==> config.mk <==
export PLATFORM = sky130hd
export DESIGN_NAME = regfile_dbg_ctrl
export DESIGN_NICKNAME = d
export VERILOG_FILES = /design/src/rtl/regfile_pkg.sv /design/src/rtl/regfile_port_mux.sv /design/src/rtl/regfile_dbg_ctrl.sv
export SDC_FILE = /design/constraint.sdc
export NUM_CORES = 1
export LEC_CHECK = 0
export CAP_MARGIN = 5
export CORE_AREA = 2 2 265 267
export DETAILED_ROUTE_END_ITERATION = 10
export DIE_AREA = 0 0 267 269
export SLEW_MARGIN = 5
export SYNTH_ARGS = -nofsm -noshare
export SYNTH_HDL_FRONTEND = slang
export SYNTH_SLANG_ARGS = --single-unit
==> constraint.sdc <==
create_clock -name clock -period 2.45 [get_ports clock]
set_input_delay 0.735 -clock clock [delete_from_list [all_inputs] [get_ports clock]]
set_output_delay 0.735 -clock clock [all_outputs]
set_load 0.02 [all_outputs]
run_1/clock_wires.png
The bar under the picture is 100 µm long.
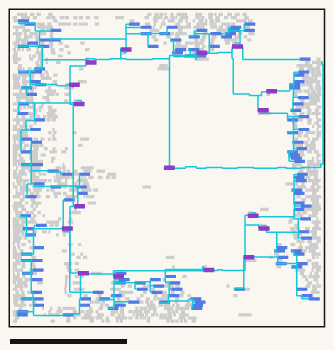
[purple] clock-net drivers | count: 17
[cyan] clock wires | length: 3010 µm
[blue] flip-flops | count: 140
flops lie: all over the die
Clock Power: 2.85 mW
Clk Latency, worst-skew pair: 0.48 ns
clock network fraction of design power: 0.161
Layout Skew: 0.0205 ns

run_1/pinout.png
Pins as bars across the die edge, other pins in grey.
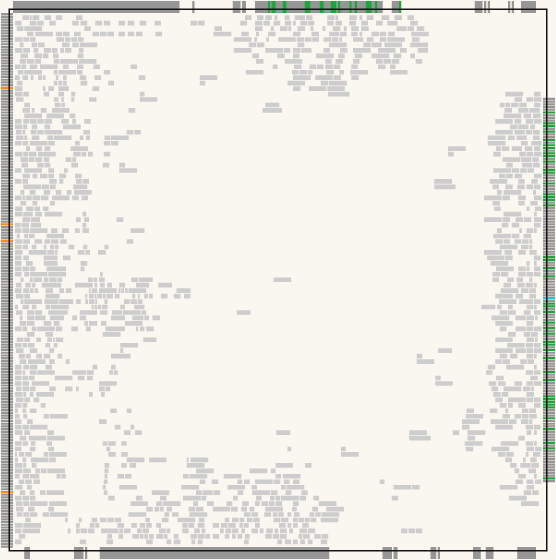
[orange] p_dstM | pins: 4 | direction: input | edge: west
[green] p_valE | pins: 64 | direction: input | edge: 43 east, 21 north
[cyan] dbg_halt_req | pins: 1 | direction: input | edge: east
horizontal extent of the die: 267 µm
Die Ht: 269 µm
number of port buffers: 548

run_1/m3.png
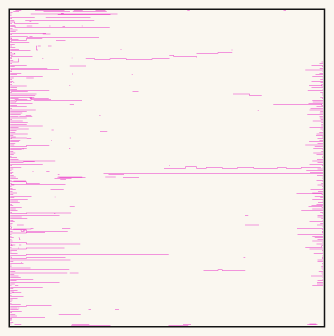
longest straight run: 187 µm
wire length on this layer: 4350 µm
nets with wire on the layer: 390
total number of vias: 7505
total wirelength of the detailed-routed design: 43.0 mm
met3 usage: 0.0524

==> GITHUB_STEP_SUMMARY, run 1 <==
### Metrics collected by this job

| Metric | Value |
|---|---|
| Die area | 0.0718 mm² |
| Share of synthesized area occupied by flip-flops and latches | 0.463 |
| Critical path, cell by cell | nor3b_4 -> buf_6 -> buf_12 -> buf_16 -> mux2_2 -> buf_2 |
| Area share of fa/ha/maj cells after synthesis | 0.00165 |
| Clk pin slew, worst setup/hold paths | 0.07 ns |
| Fraction of final layout cells with drive strength greater than 1 | 0.456 |
| Area growth syn-to-layout | 103% |
| Synth async-reset ratio | 1.00 |
| Failing checks | negative setup slack |
| HPWL after DPL | 31.8 mm |
| Outcome | finished with violations |
| Row count | 97 |
| Count of hold-fix buffers inserted at cts | 0 |
| Total number of sequential cells | 140 |
| Cell type with the largest total area after synthesis | sky130_fd_sc_hd__dfrtp_1 |
| Register share of total power | 0.238 |
| Setup Fix Bufs, Post-CTS | 9 |
| Final Setup Violations | 206 |
| Unrepaired setup endpoints after global routing | yes |
| Number of sinks on the clock net | 140 |
| Most frequent logic cell in the layout | sky130_fd_sc_hd__clkdlybuf4s50_1 |
| Final WS setup | -0.384 ns |
| Core utilization at floorplan | 0.109 |
| Cell area after layout | 0.0154 mm² |
| Setup TNS | -60.26 ns |
| Global-route congestion overflow total | 0 |
| Combinational cell area excluding buffers and inverters | 0.00357 mm² |
| Tool Warnings | 28 |
| Final tally of max-slew violations | 0 |
| Mapped cell area | 0.00756 mm² |
| Placed instance count | 2088 |
| Initial antenna violation count | 14 |
| Number of global-route vias before repair | 7986 |
| DP Area | 0.0142 mm² |
| Switching power share of the total | 0.392 |
| Reported max-cap violation count | 0 |
| Clock tree buffer count of the final layout | 18 |
| Yosys cell types | 38 |
| Synthesized area divided by synthesized cell count | 11.9 µm² |
| Mux area share | 0.204 |
| Synth Net Count | 984 |
| Weighted congestion reported at the end of routability-driven placement | 0.851 |
| WP buf/inv | 4 |
| Ys flop type | sky130_fd_sc_hd__dfrtp_1 |
| Count of state elements after synthesis | 140 |
| Maximum number of pins on one net before global-route repair | 65 |
| Number of warnings reported in the yosys synthesis log | 0 |
| Leakage power | 6.55 nW |
| Worst min-delay path category | input pin to asynchronous set/reset pin |
| Power density over the cells | 1150 mW/mm² |
| Register share of the cell area | 0.228 |
[run 1: synth_stat cells (all sizes together), types with 2 or more instances]
cell and instances:
inv 7, a2bb2oi 4, a22o 64, nand2b 6, o21ai 5, dfrtp 140, o211ai 2, nand3 3
and2 129, nand2 2, mux2 136, xnor2 2, nor3b 4, buf 93, o22ai 4, nor3 2
a21oi 2, clkbuf 20
[run 1: power by group through the flow]
stage	logic, mW	registers, mW	clock network [mW]
after global routing	11.2	4.34	3.06
after global placement	9.03	4.16	0
after floorplan	4.20	4.60	0
after detailed placement	9.10	4.18	0
final	10.6	4.19	2.85
after CTS	9.24	4.19	3.00
[run 1: routing by layer]
metal,routed length [µm],vias up,global-route usage
li1,-,3286,-
met1,15300,3667,0.114
met3,4350,73,0.0524
met2,21700,479,0.191
met5,0,-,0
met4,1560,0,0.0533
==> inputs of run 2 (changes only) <==
REMOVE_ABC_BUFFERS = 1   (was unset)
run_2/m3.png
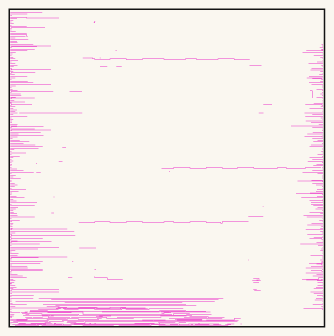
met3 usage: 0.0847
total number of vias: 7664

run_2/clock_wires.png
The bar under the picture is 100 µm long.
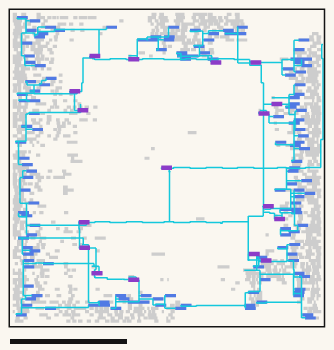
[blue] flip-flops | count: 140
[purple] clock-net drivers | count: 17
[cyan] clock wires | length: 3060 µm
routed clock nets: 18
flops lie: all over the die
clock network fraction of design power: 0.147
Clock Power: 2.70 mW
Layout Skew: 0.0220 ns

==> GITHUB_STEP_SUMMARY, run 2 <==
### Metrics collected by this job

| Metric | Value |
|---|---|
| Critical path, cell by cell | nor3b_4 -> buf_6 -> buf_6 -> buf_12 -> mux2_2 -> buf_6 |
| Most frequent logic cell in the layout | sky130_fd_sc_hd__clkdlybuf4s50_1 |
| Placed instance count | 2092 |
| Critical path fanouts, max | 8 |
| Outcome | finished with violations |
| Clk Latency, worst-skew pair | 0.48 ns |
| Number of failing hold endpoints at the final stage | 0 |
| Total wirelength of the detailed-routed design | 49.2 mm |
| FF-to-FF path depth | 7 |
| Maximum number of pins on one net before global-route repair | 65 |
| Final Setup Violations | 205 |
| Ys flop type | sky130_fd_sc_hd__dfrtp_1 |
| Yosys stat cell total | 638 |
| Mux area share | 0.204 |
| Worst-case register-to-register setup slack | 0.38 ns |
| Horizontal extent of the die | 267 µm |
| Simple-gate share of the synthesized area | 0.127 |
| Non-Filler Instances | 2170 |
| Failing checks | negative setup slack |
| Synthesized area divided by synthesized cell count | 11.9 µm² |
| DP Area | 0.0142 mm² |
| Row count | 97 |
| Yosys chip area | 0.00756 mm² |
| Total number of sequential cells | 140 |
| Synth async-reset ratio | 1.00 |
| Global-route congestion overflow total | 0 |
| Compound-cell area share of the yosys netlist | 0.0947 |
| Mapped cell area | 0.00756 mm² |
| Clk root buf | sky130_fd_sc_hd__clkbuf_16 |
| Cell types with the largest area share after synthesis | sky130_fd_sc_hd__dfrtp_1 46%, sky130_fd_sc_hd__mux2_2 19%, sky130_fd_sc_hd__and2_1 11% |
| Comb area share | 0.237 |
| Area share of fa/ha/maj cells after synthesis | 0.00165 |
| Die Ht | 269 µm |
| Core utilization at floorplan | 0.109 |
| Reported max-cap violation count | 0 |
| Combinational family with the most area after synthesis | multiplexers |
| Clk pin slew, worst setup/hold paths | 0.07 ns |
| Number of port buffers | 548 |
| Leakage power | 6.89 nW |
| Routed wire length per instance | 22.7 µm |
| Clock tree buffer count of the final layout | 21 |
| Cell resize tally after clock tree synthesis | 409 |
| Area of the core region | 0.0693 mm² |
| WP buf/inv | 4 |
| Worst min-delay path category | input pin to asynchronous set/reset pin |
| Non-clock buffers, area share | 0.433 |
| Most repeated cell in the gate-level netlist after synthesis | sky130_fd_sc_hd__dfrtp_1 |
| Non-Clock Buffer Count | 670 |
| Final critical-path share of the clock period | 1.17 |
| Number of global-route vias before repair | 7669 |
| Worst vdd ir | 595 µV |
| Power density over the cells | 1150 mW/mm² |
| Inverters | 7 |
| Number of warnings reported in the yosys synthesis log | 0 |
| Fraction of final layout cells with drive strength greater than 1 | 0.508 |
| Cell type with the largest total area after synthesis | sky130_fd_sc_hd__dfrtp_1 |
| DRC errors left | 0 |
| Tool Warnings | 27 |
| Synth cell count leaders | 140 x sky130_fd_sc_hd__dfrtp_1, 129 x sky130_fd_sc_hd__and2_1, 127 x sky130_fd_sc_hd__mux2_2, 78 x sky130_fd_sc_hd__buf_4, 64 x sky130_fd_sc_hd__a22o_1 |
| Weighted congestion reported at the end of routability-driven placement | 0.767 |
| Drt first-iter violations | 313 |
| Yosys cell types | 38 |
| Count of hold-fix buffers inserted at cts | 0 |
| Unrepaired setup endpoints after global routing | yes |
| Die area | 0.0718 mm² |
| Count of state elements after synthesis | 140 |
| Final antenna-violating net count | 0 |
| Share of synthesized area occupied by flip-flops and latches | 0.463 |
| Post-synthesis cell count | 638 |
| Ratio of routed vias to standard cells | 3.53 |
| Maximum operating frequency | 350 MHz |
| Setup Fix Bufs, Post-CTS | 1 |
| Initial antenna violation count | 10 |
| Combinational cell area excluding buffers and inverters | 0.00381 mm² |
| Count of fill cells added during filler insertion | 7322 |
| Final WS setup | -0.405 ns |
| Actual transition at the worst max-transition pin | 0.742 ns |
| Family of cells with the greatest summed delay on the critical path | buffers and inverters |
| Category of the most critical setup path | flip-flop to output port |
| Total number of H-tree levels | 4 |
| Area growth syn-to-layout | 113% |
| Final tally of max-slew violations | 0 |
| HPWL after DPL | 37.2 mm |
| Max-area cell share | 0.463 |
| Cell area after layout | 0.0161 mm² |
| Register share of the cell area | 0.218 |
| Number of sinks on the clock net | 140 |
[run 2: cell counts after synthesis]
No cell type changed its count.
[run 2: where the power goes]
group / internal, mW / switching, mW
combinational: 6.33 / 5.15
sequential: 3.46 / 0.771
clock: 1.54 / 1.16
[run 2: stage by stage]
step	utilization	hold slack, ns	power, mW	setup slack [ns]	TNS (ns)
finish	0.232	0.191	18.4	-0.405	-55.76
global route	0.232	0.172	19.4	-0.538	-80.02
CTS	0.211	0.163	16.2	-0.581	-105.61
detailed placement	0.204	0.478	13.5	-0.456	-54.61
global placement	0.204	0.466	13.4	-0.493	-55.27
floorplan	-	0.439	8.48	-6.83	-1361.75
[run 2: routing by layer]
layer	GRT usage	share of wire
met3	0.0847	0.14
met2	0.196	0.46
met5	0.0432	0.0077
met4	0.0331	0.011
met1	0.138	0.38
No activity file was given, so power comes from the tool's default toggle rates.
